==> src/rtl/bala_car_position_pkg.sv <==
// Shared types and default sizing for the elevator car position model and its controller.
package bala_car_position_pkg;

  typedef enum logic [1:0] {
    IDLE = 2'd0,
    MOVE = 2'd1,
    DOOR = 2'd2
  } car_state_e;

  typedef logic [4:0] floor_t;

  localparam int DEF_NUM_FLOORS    = 5;
  localparam int DEF_TRAVEL_CYCLES = 8;
  localparam int DEF_DOOR_CYCLES   = 4;

endpackage

==> src/rtl/bala_dwell_timer.sv <==
// Load/decrement down-counter; done flags the last clock of the loaded interval.
module bala_dwell_timer #(
  parameter int W = 8
) (
  input  logic         clk,
  input  logic         rst,
  input  logic         load,
  input  logic [W-1:0] load_val,
  input  logic         dec,
  output logic         done
);

  logic [W-1:0] count_q;
  logic [W-1:0] count_d;

  always_comb begin
    count_d = count_q;
    if (load) begin
      count_d = load_val;
    end else if (dec && (count_q != '0)) begin
      count_d = count_q - 1'b1;
    end
  end

  always_ff @(posedge clk) begin
    if (!rst) begin
      count_q <= '0;
    end else begin
      count_q <= count_d;
    end
  end

  assign done = (count_q == W'(1));

endmodule

==> src/rtl/bala_car_position.sv <==
// Elevator car position model: steps a position counter while driven, reports floors,
// holds the door for a fixed dwell and flags commands that would run past the shaft ends.
module bala_car_position
  import bala_car_position_pkg::*;
#(
  parameter int NUM_FLOORS    = DEF_NUM_FLOORS,
  parameter int TRAVEL_CYCLES = DEF_TRAVEL_CYCLES,
  parameter int DOOR_CYCLES   = DEF_DOOR_CYCLES
) (
  input  logic   clk,
  input  logic   rst,
  input  logic   motor,
  input  logic   direction,
  output floor_t floor_cur,
  output logic   at_floor,
  output logic   arrive,
  output logic   door_open,
  output logic   limit_hit
);

  localparam int          MAX_POS  = (NUM_FLOORS - 1) * TRAVEL_CYCLES;
  localparam int          POS_W    = $clog2(MAX_POS) + 1;
  localparam logic [31:0] TRAVEL_U = 32'(TRAVEL_CYCLES);
  localparam floor_t      TOP      = floor_t'(NUM_FLOORS - 1);

  car_state_e       state_q, state_d;
  logic [POS_W-1:0] pos_q, pos_d;
  floor_t           floor_q, floor_d;
  logic             at_floor_q, at_floor_d;
  logic             arrive_q, arrive_d;
  logic             door_open_q, door_open_d;
  logic             limit_hit_q, limit_hit_d;
  logic             limit_cmd_q, limit_cmd_d;
  logic             dir_q;

  logic             blocked;
  logic             step_en;
  logic             door_load;
  logic             door_done;
  logic [31:0]      pos_ext;

  // The car may only be blocked while level with an end floor.
  assign blocked = at_floor_q &&
                   ((direction && (floor_q == TOP)) || (!direction && (floor_q == '0)));
  assign step_en   = motor && !blocked && (state_q != DOOR);
  assign door_load = (state_q == MOVE) && !motor && at_floor_q;

  bala_dwell_timer #(
    .W (8)
  ) u_door_timer (
    .clk      (clk),
    .rst      (rst),
    .load     (door_load),
    .load_val (8'(DOOR_CYCLES)),
    .dec      (state_q == DOOR),
    .done     (door_done)
  );

  always_ff @(posedge clk) begin
    if (!rst) begin
      state_q     <= IDLE;
      pos_q       <= '0;
      floor_q     <= '0;
      at_floor_q  <= 1'b1;
      arrive_q    <= 1'b0;
      door_open_q <= 1'b0;
      limit_hit_q <= 1'b0;
      limit_cmd_q <= 1'b0;
      dir_q       <= 1'b0;
    end else begin
      state_q     <= state_d;
      pos_q       <= pos_d;
      floor_q     <= floor_d;
      at_floor_q  <= at_floor_d;
      arrive_q    <= arrive_d;
      door_open_q <= door_open_d;
      limit_hit_q <= limit_hit_d;
      limit_cmd_q <= limit_cmd_d;
      dir_q       <= direction;
    end
  end

  always_comb begin
    state_d = state_q;
    unique case (state_q)
      IDLE:    if (step_en) state_d = MOVE;
      MOVE:    if (!motor) state_d = at_floor_q ? DOOR : IDLE;
      DOOR:    if (door_done) state_d = IDLE;
      default: state_d = IDLE;
    endcase
  end

  always_comb begin
    pos_d = pos_q;
    if (step_en) begin
      pos_d = direction ? (pos_q + 1'b1) : (pos_q - 1'b1);
    end
    pos_ext     = 32'(pos_d);
    at_floor_d  = ((pos_ext % TRAVEL_U) == 32'd0);
    arrive_d    = step_en && at_floor_d;
    floor_d     = arrive_d ? floor_t'(pos_ext / TRAVEL_U) : floor_q;
    door_open_d = (state_d == DOOR);
    // A held blocked command reports once; re-arms on motor release or a direction change.
    limit_cmd_d = motor && blocked && (state_q != DOOR);
    limit_hit_d = limit_cmd_d && (!limit_cmd_q || (direction != dir_q));
  end

  assign floor_cur = floor_q;
  assign at_floor  = at_floor_q;
  assign arrive    = arrive_q;
  assign door_open = door_open_q;
  assign limit_hit = limit_hit_q;

endmodule

==> config.mk <==
export PLATFORM = sky130hd
export DESIGN_NAME = bala_car_position
export DESIGN_NICKNAME = d
export VERILOG_FILES = /design/src/rtl/bala_car_position_pkg.sv /design/src/rtl/bala_dwell_timer.sv /design/src/rtl/bala_car_position.sv
export SDC_FILE = /design/constraint.sdc
export NUM_CORES = 1
export LEC_CHECK = 0
export ABC_AREA = 1
export CAP_MARGIN = 0
export CORE_MARGIN = 2
export CORE_UTILIZATION = 46
export DETAILED_ROUTE_END_ITERATION = 16
export PLACE_DENSITY = 0.66
export SYNTH_ARGS = -nofsm -noshare
export SYNTH_HDL_FRONTEND = slang
export SYNTH_SLANG_ARGS = --single-unit
export TNS_END_PERCENT = 100
==> constraint.sdc <==
create_clock -name clk -period 4.4 [get_ports clk]
set_input_delay 1.1 -clock clk [delete_from_list [all_inputs] [get_ports clk]]
set_output_delay 1.1 -clock clk [all_outputs]
set_load 0.03 [all_outputs]
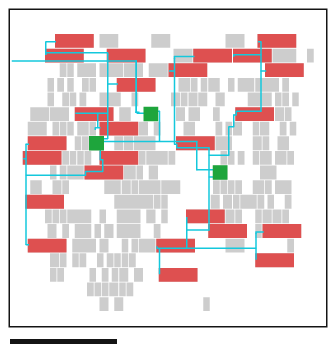
clock_wires.png
The bar under the picture is 20 um long.
[red] flip-flops | count: 25
[green] clock-net drivers | count: 3
[cyan] clock wires | length: 279 um
flops lie	spread over the die
insertion delay to the later sink of the worst-skew pair: 0.31 ns
Clock Power Share: 19.9%
Clock Power: 98.4 uW
clk_skew: 0.0131 ns

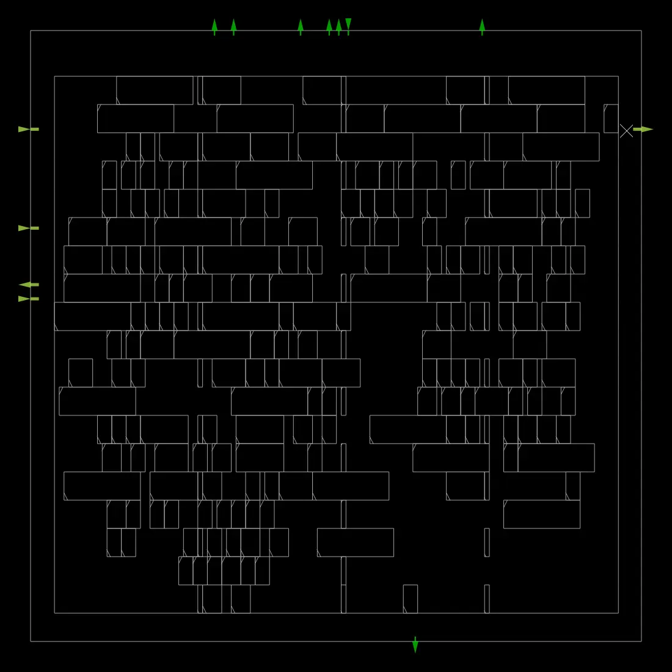
placed.png
final design utilization: 54.0%
Core Box Area: 2810 um2
placement row count: 19
tap cell count: 31
Cell Count, Final, Fillers Out: 232

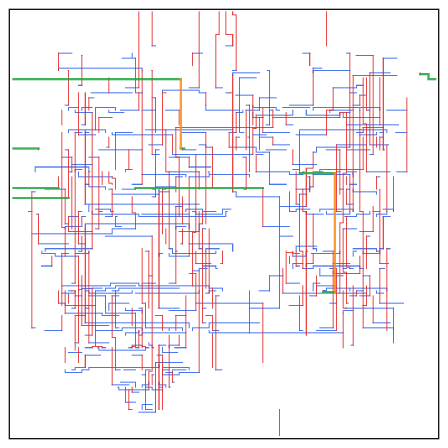
layers.png
colour	layer	wire length
blue	M1	1050 um
orange	M4	25.8 um
green	M3	67.2 um
red	M2	1280 um
Detailed Route WL: 2.42 mm
number of vias after detailed routing: 1130
average detailed-routed wire length per instance: 10.4 um
total global routing track utilization: 15.8%

==> impl_metrics.xml <==
<?xml version="1.0" encoding="UTF-8"?>
<metrics>
  <group name="floorplan">
    <metric name="floorplan.die.width" unit="um">58.8</metric>
  </group>
  <group name="logic_synthesis">
    <metric name="post_synth_main_logic_family" unit="">simple AND/OR/NAND/NOR gates</metric>
    <metric name="mappedNetlistArea" unit="um2">1380</metric>
    <metric name="yosys_warnings" unit="">0</metric>
    <metric name="synth.cellmix.simpleShare" unit="%">32.3</metric>
    <metric name="yosys_cells" unit="">191</metric>
    <metric name="synth.cellmix.xorXnorShare" unit="%">5.07</metric>
    <metric name="synth_area_per_cell" unit="um2">7.23</metric>
    <metric name="sequential_to_total_area_share_from_yosys_stat" unit="%">36.2</metric>
  </group>
  <group name="worst_setup_path">
    <metric name="worstPathArrival" unit="ns">2.90</metric>
    <metric name="path_buffers" unit="">2</metric>
    <metric name="critical_path_startpoint" unit="">direction</metric>
    <metric name="worst_ep_required_time" unit="ns">4.65</metric>
    <metric name="criticalPathCategory" unit="">in2reg</metric>
    <metric name="worstPathMaxFanout" unit="">8</metric>
    <metric name="r2r-start" unit="">u_door_timer.count_q[0]</metric>
  </group>
  <group name="status">
    <metric name="status" unit="">finished, violations left</metric>
    <metric name="failed_checks" unit="">DRC</metric>
  </group>
  <group name="global_routing">
    <metric name="globalRoute.totalOverflow" unit="">0</metric>
    <metric name="global_route_wire_length_before_repair" unit="mm">4.26</metric>
    <metric name="pin_count_of_the_biggest_net_entering_global_routing" unit="">14</metric>
  </group>
  <group name="clock_tree">
    <metric name="clock_tree_from_tritoncts" unit="">built</metric>
    <metric name="maximum_clock_insertion_buffer_count" unit="">2</metric>
    <metric name="post_cts_buffers" unit="">0</metric>
  </group>
  <group name="cells_and_area">
    <metric name="clock_tree_area_fraction" unit="%">1.73</metric>
    <metric name="comb-cell-share" unit="%">48.6</metric>
    <metric name="nClkBuffers" unit="">4</metric>
    <metric name="logic_gate_count" unit="">132</metric>
    <metric name="antennaDiodeCount" unit="">0</metric>
    <metric name="biggestCellCategory" unit="">logic gates</metric>
  </group>
  <group name="placement">
    <metric name="pre_cts_slack" unit="ns">1.41</metric>
    <metric name="place_inst" unit="">228</metric>
  </group>
  <group name="sta">
    <metric name="hold_viol_final" unit="">0</metric>
    <metric name="report.final.slew_viol_count" unit="">0</metric>
  </group>
  <group name="routing">
    <metric name="remaining_routing_drc_violations" unit="">1</metric>
  </group>
  <group name="min_path">
    <metric name="worst_hold_path_type" unit="">reg2reg</metric>
  </group>
  <group name="power">
    <metric name="p_leak" unit="nW">0.694</metric>
    <metric name="max-vdd-ir-drop" unit="mV">0.268</metric>
  </group>
</metrics>
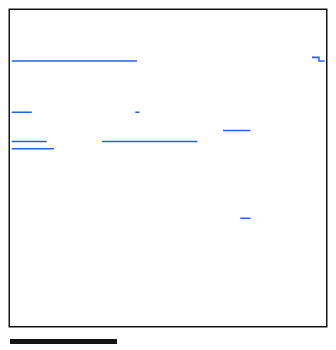
m3.png
The bar under the picture is 20 um long.
wire length on this layer	67.2 um
share of all routed wire	2.8%
met3 demand-to-capacity share in global routing: 4.62%

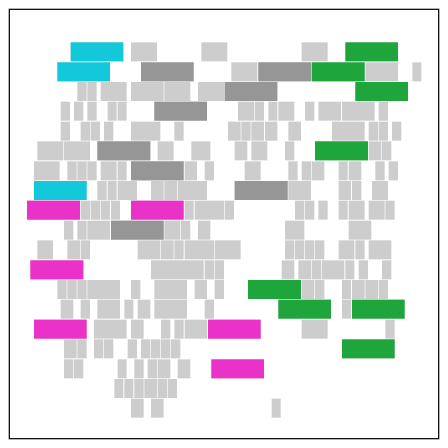
ff_map.png
colour	name in the netlist	placed flops
cyan	floor_cur	3
magenta	pos_q	6
green	u_door_timer.count_q	8
Storage cell area: 500 um2
seq pwr: 255 uW
share of cell area taken by flip-flops and latches: 33.0%

## layer usage
layer	vias up	track usage [%]	routed length [um]
met2	10	29.4	1280
li1	611	-	-
met1	505	17.2	1050
met4	0	4.55	25
met3	4	4.62	67
met5	-	0	0
## power breakdown
group / leakage [nW] / switching (mW) / internal, mW / total, mW
sequential: 0.204 / 0.0120 / 0.243 / 0.255
combinational: 0.475 / 0.0886 / 0.0538 / 0.142
clock: 0.0150 / 0.0630 / 0.0354 / 0.0984
## metrics by stage
stage | util [%] | instance area, um2
after floorplan | - | 1390
after global placement | 53.1 | 1490
after detailed placement | 53.1 | 1490
after CTS | 54.0 | 1520
after global routing | 54.0 | 1520
final | 54.0 | 1520
## sequential cells by signal, summed over array words and instances, names as in the netlist
| signal | cells |
|---|---|
| u_door_timer.count_q | 8 |
| pos_q | 6 |
| floor_cur | 3 |
| state_q | 2 |
| arrive | 1 |
| at_floor | 1 |
| dir_q | 1 |
| door_open | 1 |
| limit_cmd_q | 1 |
| limit_hit | 1 |
## synth_stat cells
master	number	area share [%]
a211oi_2	1	0.91
a21oi_1	14	5.1
a21oi_2	1	0.63
a31oi_1	1	0.45
and2_1	1	0.45
buf_4	2	1.1
buf_6	1	0.82
clkbuf_1	1	0.27
clkbuf_2	1	0.36
conb_1	1	0.27
dfxtp_1	25	36
fa_1	1	1.4
ha_1	6	5.4
inv_1	25	6.8
inv_2	5	1.4
nand2_1	49	13
nand2_2	3	1.4
nand2_4	3	2.4
nand3_1	10	3.6
nand3_2	1	0.72
nand4_1	4	1.8
nor2_1	15	4.1
nor2_2	2	0.91
nor2_4	1	0.82
nor3_1	2	0.72
nor3_2	1	0.72
nor3b_2	1	0.91
nor4_1	1	0.45
o21ai_0	3	1.1
o21ai_1	1	0.36
xnor2_1	2	1.3
xor2_1	6	3.8
No activity file was given, so power comes from the tool's default toggle rates.
